===== src/rtl/shift_sequencer.sv =====
// Multi-cycle SLL/SRL/SRA shift controller with a start/busy/done handshake.
// Optional build macro SHIFT_STEP4_EN: shift by 4 per cycle while count >= 4.
module shift_sequencer #(
  parameter int DATA_W  = 32,
  parameter int SHAMT_W = 5
) (
  input  logic               clk,
  input  logic               rst_n,
  input  logic               start,
  input  logic [1:0]         op,
  input  logic [DATA_W-1:0]  data_in,
  input  logic [SHAMT_W-1:0] shamt,
  output logic               busy,
  output logic               done,
  output logic [DATA_W-1:0]  result
);

  typedef enum logic [1:0] {
    S_IDLE  = 2'b00,
    S_SHIFT = 2'b01,
    S_DONE  = 2'b10
  } state_e;

  typedef enum logic [1:0] {
    OP_SLL  = 2'b00,
    OP_SRL  = 2'b01,
    OP_SRA  = 2'b10,
    OP_PASS = 2'b11
  } op_e;

  state_e             state_q, state_d;
  op_e                op_q, op_d;
  logic [SHAMT_W-1:0] count_q, count_d;
  logic [DATA_W-1:0]  result_q, result_d;
  logic               big_step;
  logic [SHAMT_W-1:0] step_amt;
  op_e                op_in;

  assign op_in = op_e'(op);

  // One shift step of 1 or 4 bit positions; fill rules depend only on op.
  function automatic logic [DATA_W-1:0] shift_step(
    input logic [DATA_W-1:0] v,
    input op_e               o,
    input logic              by4
  );
    logic [DATA_W-1:0] r;
    r = v;
    case (o)
      OP_SLL:  r = by4 ? (v << 4) : (v << 1);
      OP_SRL:  r = by4 ? (v >> 4) : (v >> 1);
      OP_SRA:  r = by4 ? DATA_W'($signed(v) >>> 4) : DATA_W'($signed(v) >>> 1);
      default: r = v;
    endcase
    return r;
  endfunction

`ifdef SHIFT_STEP4_EN
  assign big_step = (count_q > SHAMT_W'(3));
`else
  assign big_step = 1'b0;
`endif

  assign step_amt = big_step ? SHAMT_W'(4) : SHAMT_W'(1);

  always_comb begin
    // NOTE: every variable gets a default first so no path leaves it unassigned (no latch).
    state_d  = state_q;
    op_d     = op_q;
    count_d  = count_q;
    result_d = result_q;
    case (state_q)
      S_IDLE, S_DONE: begin
        if (start) begin
          result_d = data_in;
          op_d     = op_in;
          count_d  = shamt;
          state_d  = (shamt == '0 || op_in == OP_PASS) ? S_DONE : S_SHIFT;
        end else begin
          state_d = S_IDLE;
        end
      end
      S_SHIFT: begin
        // start is deliberately not looked at here: requests while busy are dropped.
        result_d = shift_step(result_q, op_q, big_step);
        count_d  = count_q - step_amt;
        if (count_d == '0) state_d = S_DONE;
      end
      default: state_d = S_IDLE;
    endcase
  end

  // NOTE: state is updated with non-blocking assignments so all registers see pre-edge values.
  always_ff @(posedge clk or negedge rst_n) begin
    if (!rst_n) begin
      state_q  <= S_IDLE;
      op_q     <= OP_SLL;
      count_q  <= '0;
      result_q <= '0;
    end else begin
      state_q  <= state_d;
      op_q     <= op_d;
      count_q  <= count_d;
      result_q <= result_d;
    end
  end

  assign busy   = (state_q == S_SHIFT);
  assign done   = (state_q == S_DONE);
  assign result = result_q;

endmodule


===== config.mk =====
export PLATFORM = sky130hd
export DESIGN_NAME = shift_sequencer
export DESIGN_NICKNAME = d
export VERILOG_FILES = /design/src/rtl/shift_sequencer.sv
export SDC_FILE = /design/constraint.sdc
export NUM_CORES = 1
export LEC_CHECK = 0
export ABC_AREA = 1
export CELL_PAD_IN_SITES_DETAIL_PLACEMENT = 1
export CELL_PAD_IN_SITES_GLOBAL_PLACEMENT = 2
export CORE_MARGIN = 4
export CORE_UTILIZATION = 24
export DETAILED_ROUTE_END_ITERATION = 7
export PLACE_DENSITY_LB_ADDON = 0.1
export SYNTH_ARGS = -nofsm -noshare
export SYNTH_HDL_FRONTEND = slang
export SYNTH_SLANG_ARGS = --single-unit

===== constraint.sdc =====
create_clock -name clk -period 1.4 [get_ports clk]
set_input_delay 0.28 -clock clk [delete_from_list [all_inputs] [get_ports clk]]
set_output_delay 0.28 -clock clk [all_outputs]
set_load 0.01 [all_outputs]

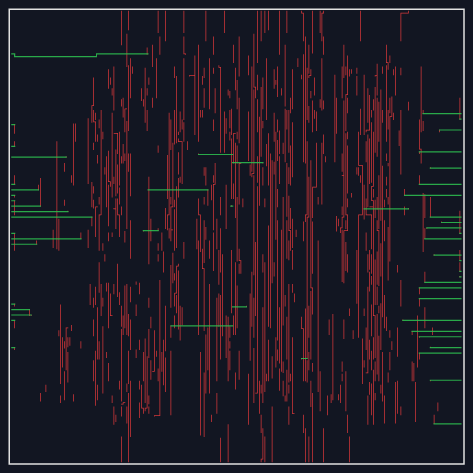
(routed metal, one color a layer)
Scale: 4 px per um. Two of the layers only.
| layer | color | wire length |
|---|---|---|
| metal 2 | red | 4910 um |
| metal 3 | green | 396 um |

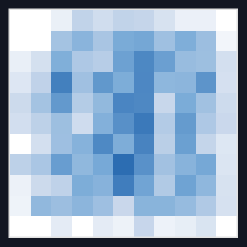
(cell area per tile)
Scale: 2 px per um. 11 x 11 tiles, from white (low) to dark blue (high), 0 to 100% covered.
emptiest ninth of the die: top left
tiles over 75% full: 0.80%
nearly empty tiles: 8.3%
densest ninth of the die: middle
mean over tiles: 34%
Core Area: 10840 sq um
post-layout util: 41.44%
FP Util: 24.55%

==> out/metrics.cfg <==
[cts]
clock_path_buffers=2
cts_hold_buf=1
h-tree-depth=2
clockRootBuffer=clkbuf_8
cts_buffers=5

[finish]
n_antenna_cell=0
num-nonclk-buffers=139
flops=41
largest_cell_class=logic gates

[synthesis]
synthMuxAreaShare_pct=0
ys_cells=359
synth-seq-area-share_pct=38.55
yosys_warnings=0

[sta]
fin_ws_ns=-0.07526
finalMaxSlewViolations=0
setup_viol=32
fmax_mhz=677.8
period_used_pct=105.4

[status]
outcome=finished with violations
violations=setup timing

[setup_path]
cp.arrival_ns=1.72
cp.required_ns=1.65

[detailed_routing]
met3_length_um=395
route.met2.wl_um=4906

[global_route]
grt_busiest_layer=met2
grt_overflow_total=0
antenna_found_initial=0
grt_max_degree=42

[floorplanning]
io-pin-count=76
row_count=38

[placed_design]
place_congestion=0.7275

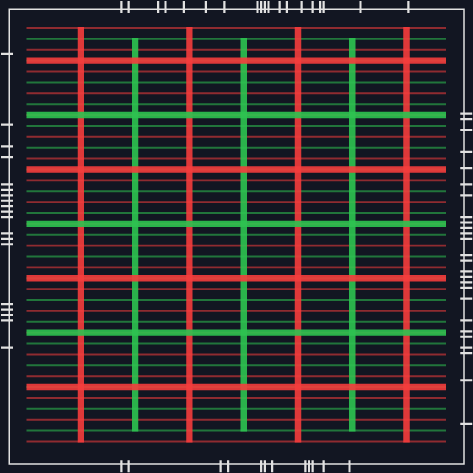
(power grid)
Scale: 4 px per um. Pins as bars on the die edge.
| net | color |
|---|---|
| VSS | red |
| VDD | green |
met5 straps: 7
met1 rails: 39
met4 straps: 7
die width: 113.3 um
Die Y: 113.3 um

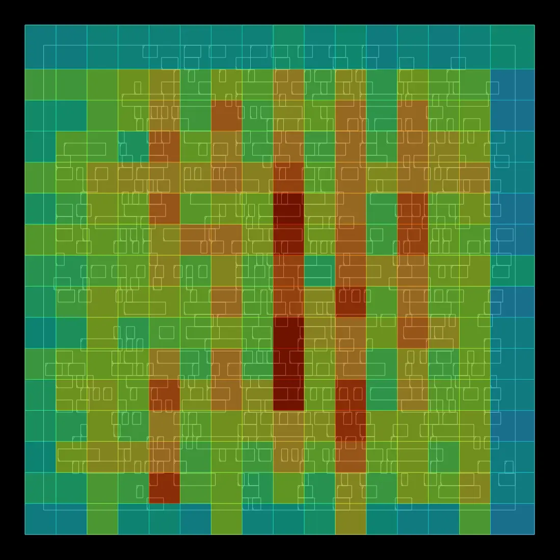
(routing congestion)
Wirelength per Cell: 16.21 um
GRT Total Usage: 16.08%

